[src/rtl/cmd_pkg.sv]
// Shared constants, state encoding and type-code decoder for the command frame front end.
package cmd_pkg;

   localparam int unsigned CMD_W = 5;
   localparam int unsigned REM_W = 6;
   localparam int unsigned CHK_W = 8;
   localparam int unsigned TMO_W = 16;

   localparam logic [7:0] CODE_TC = 8'h01;
   localparam logic [7:0] CODE_HK = 8'h02;
   localparam logic [7:0] CODE_SD = 8'h03;
   localparam logic [7:0] CODE_DI = 8'h04;
   localparam logic [7:0] CODE_PF = 8'h05;

   // Forwarded bytes per frame, type byte and checksum included
   localparam logic [REM_W-1:0] LEN_TC = 6'd13;
   localparam logic [REM_W-1:0] LEN_HK = 6'd9;
   localparam logic [REM_W-1:0] LEN_SD = 6'd9;
   localparam logic [REM_W-1:0] LEN_DI = 6'd25;
   localparam logic [REM_W-1:0] LEN_PF = 6'd53;

   localparam int unsigned IDX_TC = 0;
   localparam int unsigned IDX_HK = 1;
   localparam int unsigned IDX_SD = 2;
   localparam int unsigned IDX_DI = 3;
   localparam int unsigned IDX_PF = 4;

   localparam logic [7:0] SYNC_HI = 8'hEB;
   localparam logic [7:0] SYNC_LO = 8'h90;

   typedef enum logic [2:0] {
      ST_IDLE,
      ST_SYNC2,
      ST_TYPE,
      ST_CHECK,
      ST_PAYLOAD,
      ST_DROP,
      ST_PAD
   } state_t;

   typedef struct packed {
      logic             known;
      logic [CMD_W-1:0] onehot;
      logic [REM_W-1:0] len;
   } type_info_t;

   // Map a type byte to its FIFO select and frame length
   function automatic type_info_t decode_type(input logic [7:0] code);
      type_info_t t;
      t = '0;
      case (code)
         CODE_TC: begin t.known = 1'b1; t.onehot[IDX_TC] = 1'b1; t.len = LEN_TC; end
         CODE_HK: begin t.known = 1'b1; t.onehot[IDX_HK] = 1'b1; t.len = LEN_HK; end
         CODE_SD: begin t.known = 1'b1; t.onehot[IDX_SD] = 1'b1; t.len = LEN_SD; end
         CODE_DI: begin t.known = 1'b1; t.onehot[IDX_DI] = 1'b1; t.len = LEN_DI; end
         CODE_PF: begin t.known = 1'b1; t.onehot[IDX_PF] = 1'b1; t.len = LEN_PF; end
         default: t = '0;
      endcase
      return t;
   endfunction

endpackage

[src/rtl/frame_timeout.sv]
// Idle-gap counter: cleared by each received byte or when disabled, flags expiry on the TIMEOUT-th idle cycle.
module frame_timeout #(
   parameter int unsigned TIMEOUT = 20000,
   parameter int unsigned CNT_W   = 16
) (
   input  logic clk,
   input  logic rst,
   input  logic clr,
   input  logic en,
   output logic expire_c
);

   localparam logic [CNT_W-1:0] LAST = CNT_W'(TIMEOUT - 1);

   logic [CNT_W-1:0] cnt;

   // Count idle cycles while enabled; saturate at the expiry value
   always_ff @(posedge clk or posedge rst) begin
      if (rst) begin
         cnt <= '0;
      end else if (clr || !en) begin
         cnt <= '0;
      end else if (cnt != LAST) begin
         cnt <= cnt + CNT_W'(1);
      end
   end

   assign expire_c = en && !clr && (cnt == LAST);

endmodule

[src/rtl/cmd_frame_decoder.sv]
// Sync hunt, type decode and FIFO write sequencing for the five-way command FIFO array.
module cmd_frame_decoder
   import cmd_pkg::*;
#(
   parameter int unsigned TIMEOUT = 20000
) (
   input  logic             clk,
   input  logic             rst,
   input  logic             rx_valid,
   input  logic [7:0]       rx_data,
   input  logic             full,
   output logic [CMD_W-1:0] cmd,
   output logic             wen,
   output logic [7:0]       din,
   output logic             frame_done,
   output logic             chk_err,
   output logic             tmo_err,
   output logic             drop,
   output logic             type_err
);

   state_t           state;
   logic [REM_W-1:0] rem;
   logic [CHK_W-1:0] chk;
   logic [7:0]       type_byte;
   type_info_t       tinfo_c;
   logic [CHK_W-1:0] chk_next_c;
   logic             tmo_en_c;
   logic             tmo_exp_c;

   assign tinfo_c    = decode_type(rx_data);
   assign chk_next_c = chk ^ rx_data;
   assign tmo_en_c   = (state == ST_SYNC2) || (state == ST_TYPE) ||
                       (state == ST_PAYLOAD) || (state == ST_DROP);

   frame_timeout #(
      .TIMEOUT (TIMEOUT),
      .CNT_W   (TMO_W)
   ) u_timeout (
      .clk      (clk),
      .rst      (rst),
      .clr      (rx_valid),
      .en       (tmo_en_c),
      .expire_c (tmo_exp_c)
   );

   // Frame state machine with registered FIFO-side outputs
   always_ff @(posedge clk or posedge rst) begin
      if (rst) begin
         state      <= ST_IDLE;
         cmd        <= '0;
         wen        <= 1'b0;
         din        <= '0;
         frame_done <= 1'b0;
         chk_err    <= 1'b0;
         tmo_err    <= 1'b0;
         drop       <= 1'b0;
         type_err   <= 1'b0;
         rem        <= '0;
         chk        <= '0;
         type_byte  <= '0;
      end else begin
         wen        <= 1'b0;
         frame_done <= 1'b0;
         chk_err    <= 1'b0;
         tmo_err    <= 1'b0;
         drop       <= 1'b0;
         type_err   <= 1'b0;
         case (state)
            ST_IDLE: begin
               if (rx_valid && (rx_data == SYNC_HI)) state <= ST_SYNC2;
            end
            ST_SYNC2: begin
               if (rx_valid) begin
                  if (rx_data == SYNC_LO)      state <= ST_TYPE;
                  else if (rx_data != SYNC_HI) state <= ST_IDLE;
               end else if (tmo_exp_c) begin
                  state <= ST_IDLE;
               end
            end
            ST_TYPE: begin
               if (rx_valid) begin
                  if (tinfo_c.known) begin
                     cmd       <= tinfo_c.onehot;
                     type_byte <= rx_data;
                     rem       <= tinfo_c.len - REM_W'(1);
                     state     <= ST_CHECK;
                  end else begin
                     type_err <= 1'b1;
                     state    <= ST_IDLE;
                  end
               end else if (tmo_exp_c) begin
                  state <= ST_IDLE;
               end
            end
            // cmd is now driving the array, so full refers to the target FIFO
            ST_CHECK: begin
               if (full) begin
                  drop  <= 1'b1;
                  state <= ST_DROP;
               end else begin
                  wen   <= 1'b1;
                  din   <= type_byte;
                  chk   <= type_byte;
                  state <= ST_PAYLOAD;
               end
            end
            ST_PAYLOAD: begin
               if (rx_valid) begin
                  wen <= 1'b1;
                  din <= rx_data;
                  chk <= chk_next_c;
                  rem <= rem - REM_W'(1);
                  if (rem == REM_W'(1)) begin
                     frame_done <= 1'b1;
                     chk_err    <= (chk_next_c != '0);
                     state      <= ST_IDLE;
                  end
               end else if (tmo_exp_c) begin
                  tmo_err <= 1'b1;
                  state   <= ST_PAD;
               end
            end
            ST_DROP: begin
               if (rx_valid) begin
                  rem <= rem - REM_W'(1);
                  if (rem == REM_W'(1)) state <= ST_IDLE;
               end else if (tmo_exp_c) begin
                  state <= ST_IDLE;
               end
            end
            // Zero-fill the rest of a truncated frame to keep FIFO framing intact
            ST_PAD: begin
               wen <= 1'b1;
               din <= '0;
               rem <= rem - REM_W'(1);
               if (rem == REM_W'(1)) begin
                  frame_done <= 1'b1;
                  chk_err    <= 1'b1;
                  state      <= ST_IDLE;
               end
            end
            default: state <= ST_IDLE;
         endcase
      end
   end

endmodule

[config.mk]
export PLATFORM = sky130hd
export DESIGN_NAME = cmd_frame_decoder
export DESIGN_NICKNAME = d
export VERILOG_FILES = /design/src/rtl/cmd_pkg.sv /design/src/rtl/frame_timeout.sv /design/src/rtl/cmd_frame_decoder.sv
export SDC_FILE = /design/constraint.sdc
export NUM_CORES = 1
export LEC_CHECK = 0
export CORE_ASPECT_RATIO = 0.8
export CORE_MARGIN = 5
export CORE_UTILIZATION = 58
export DETAILED_ROUTE_END_ITERATION = 10
export PLACE_DENSITY = 0.8
export RECOVER_POWER = 25
export SYNTH_ARGS = -nofsm -noshare
export SYNTH_HDL_FRONTEND = slang
export SYNTH_HIERARCHICAL = 1
export SYNTH_SLANG_ARGS = --single-unit
[constraint.sdc]
create_clock -name clk -period 3.1 [get_ports clk]
set_clock_uncertainty 0.05 [all_clocks]
set_input_delay 0.62 -clock clk [delete_from_list [all_inputs] [get_ports clk]]
set_output_delay 0.62 -clock clk [all_outputs]
set_load 0.02 [all_outputs]
**Met2 routing**

Cells faint in the background.
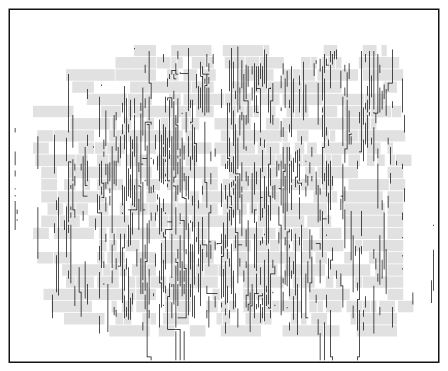
main direction: vertical
longest straight run: 30.9 um

**Met3 routing**

The bar under the picture is 20 um long.
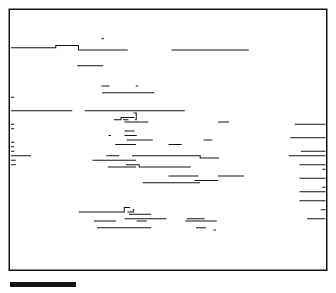
share of all routed wire: 6.1%
nets with wire on the layer: 48

==> run notes <==
Implementation results.

The biggest slice of the area belongs to combinational gates. The overall die area is 7490 sq um. Per STA, the worst path is made up of ha_1 -> and4_1 -> nand4_4 -> nor2_1 -> nor2_1 -> and3_1 -> a211oi_1 -> and3_1 -> o21ai_1.

In the final report, the number of hold violations comes to 0. Per the timing report, the biggest fanout along the worst path comes to 8. Looking at the clock tree report, the maximum root-to-sink buffer count equals 2.

Counting flops and latches in the post-synthesis netlist gives 60. The number of levels the H-tree was split into is 3. The worst setup path is launched from a register. The post-cts gate resize count is 0. The total of max-cap violations is 0.

The most critical hold endpoint after final layout shows a slack of 427.9 ps. The total power divided by cell area is 417.5 nW/um^2. Row generation in the floorplan step produced 24 rows.

Sorting the Yosys area breakdown by cell type puts at the top sky130_fd_sc_hd__dfrtp_1. The core area is 5555 sq um. The maximum ir drop on the vdd rail is 488.1 uV.

Yosys reported that registers with async set or reset make up 100.0%. The cell area reported after detailed placement is 3710 sq um. Counting the warning lines in the Yosys log gives 6. The critical path class is reg -> reg. Per the detail_route report, vias per standard cell equal 5.937.

The net count after synthesis is 367. The timing report gives the clock slew at the launch and capture registers of the worst setup and hold paths as 70 ps. The post-detailed-routing wire length is 7547 um. The total of buffers placed on input and output ports is 30.

The run finished with clean final reports.
**Gate families picked out**

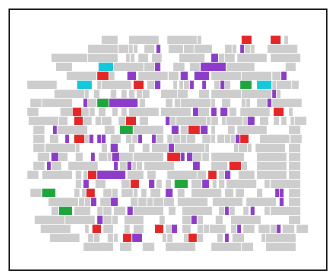
| color | family | cells |
|---|---|---|
| red | non-inverting ao/oa cells | 21 |
| green | mux cells | 6 |
| cyan | fa/ha/maj cells | 3 |
| purple | nand cells | 64 |

**Where the registers sit**

Other sequential cells in the stronger gray, the rest of the logic in the fainter gray.
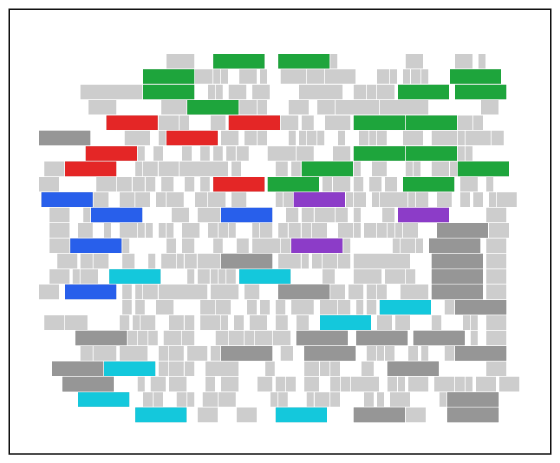
| color | signal | placed flops |
|---|---|---|
| cyan | `chk` | 8 |
| purple | `state` | 3 |
| blue | `cmd` | 5 |
| green | `u_timeout/cnt` | 16 |
| red | `rem` | 6 |

## worst paths after layout
check                                       from          endpoint  cells after the start  slack [ps]
worst max-delay path            u_timeout/cnt[0]          state[0]                      9         680
worst min-delay path                      din[6]            din[6]                      2         430
worst max register to register  u_timeout/cnt[0]          state[0]                      9         680
worst min register to register            din[6]            din[6]                      2         430
max in group asynchronous                    rst            rem[1]                      3        1280
min in group asynchronous                    rst  u_timeout/cnt[3]                      2         770
## cell families after synthesis
logic type	count (synthesis)	share of synthesized area, %
and+or+nand+nor	148	26.07
AOI/OAI and AO/OA	88	17.04
DFF	60	44.25
buffers and inverters	28	4.720
xor gates and xnor gates	19	4.904
muxes	6	1.917
adders and majority gates	3	1.106
## stage by stage
step,utilization (%),setup WS (ps)
after floorplan,-,726.4
after global placement,66.78,508.1
after detailed placement,66.78,389.3
after CTS,70.20,717.3
after global routing,70.16,521.3
final,70.16,677.6
## per-layer routing
layer / vias to the layer above / wire length, um / GRT usage (%)
li1: 1319 / - / -
met3: 13 / 460 / 6.405
met5: - / 0 / 0
met1: 1310 / 3876 / 34.26
met2: 95 / 3104 / 29.42
met4: 0 / 107 / 7.244
## cells in the mapped netlist, drive strengths merged, types with 3 or more instances
cell type	n
nor2b	4
buf	17
nand4b	3
nor3	10
xor2	5
nor2	35
and4	3
nor4	4
xnor2	14
nand3	15
nand4	9
nand2	31
mux2	4
and2	7
o21a	9
ha	3
a211oi	5
nor3b	11
inv	7
and3	5
clkbuf	4
o21ai	28
nand2b	5
a31o	3
a21oi	24
dfrtp	60
a22o	3
## state kept, by name, indices dropped and copies added, names as in the netlist, 3 cells and up
name / count
chk: 8
type_byte: 8
cmd: 5
din: 8
u_timeout/cnt: 16
rem: 6
state: 3
## worst max-delay path: cells and delay by family (launching register included)
family	cells	cell delay, ps
and+or+nand+nor	6	1380
AOI/OAI and AO/OA	2	250
DFF	1	390
adders and majority gates	1	250
## cells in the final DEF (no fill, tap or decap), types with 5 or more instances in the layout
master / Yosys / final
sky130_fd_sc_hd__dfrtp_1: 60 / 60
sky130_fd_sc_hd__nor2_1: 34 / 34
sky130_fd_sc_hd__nand2_1: 30 / 30
sky130_fd_sc_hd__clkdlybuf4s50_1: 0 / 29
sky130_fd_sc_hd__a21oi_1: 24 / 24
sky130_fd_sc_hd__o21ai_0: 23 / 23
sky130_fd_sc_hd__nand3_1: 15 / 15
sky130_fd_sc_hd__xnor2_1: 14 / 14
sky130_fd_sc_hd__nor3b_1: 11 / 11
sky130_fd_sc_hd__clkbuf_8: 0 / 10
sky130_fd_sc_hd__o21a_1: 9 / 9
sky130_fd_sc_hd__nor3_1: 8 / 8
sky130_fd_sc_hd__nand4_1: 7 / 7
sky130_fd_sc_hd__inv_1: 7 / 6
sky130_fd_sc_hd__and2_1: 6 / 6
sky130_fd_sc_hd__buf_4: 4 / 6
sky130_fd_sc_hd__nand2b_1: 5 / 5
sky130_fd_sc_hd__and3_1: 5 / 5
sky130_fd_sc_hd__xor2_1: 5 / 5
## report_power, final
group / leakage (uW) / internal [uW] / switching [uW]
registers: 0.000816 / 797 / 13.0
clock network: 0.0000979 / 384 / 299
logic: 0.000696 / 56.8 / 77.2
total: 0.00161 / 1240 / 389
Power is estimated from default activity; no workload was simulated.
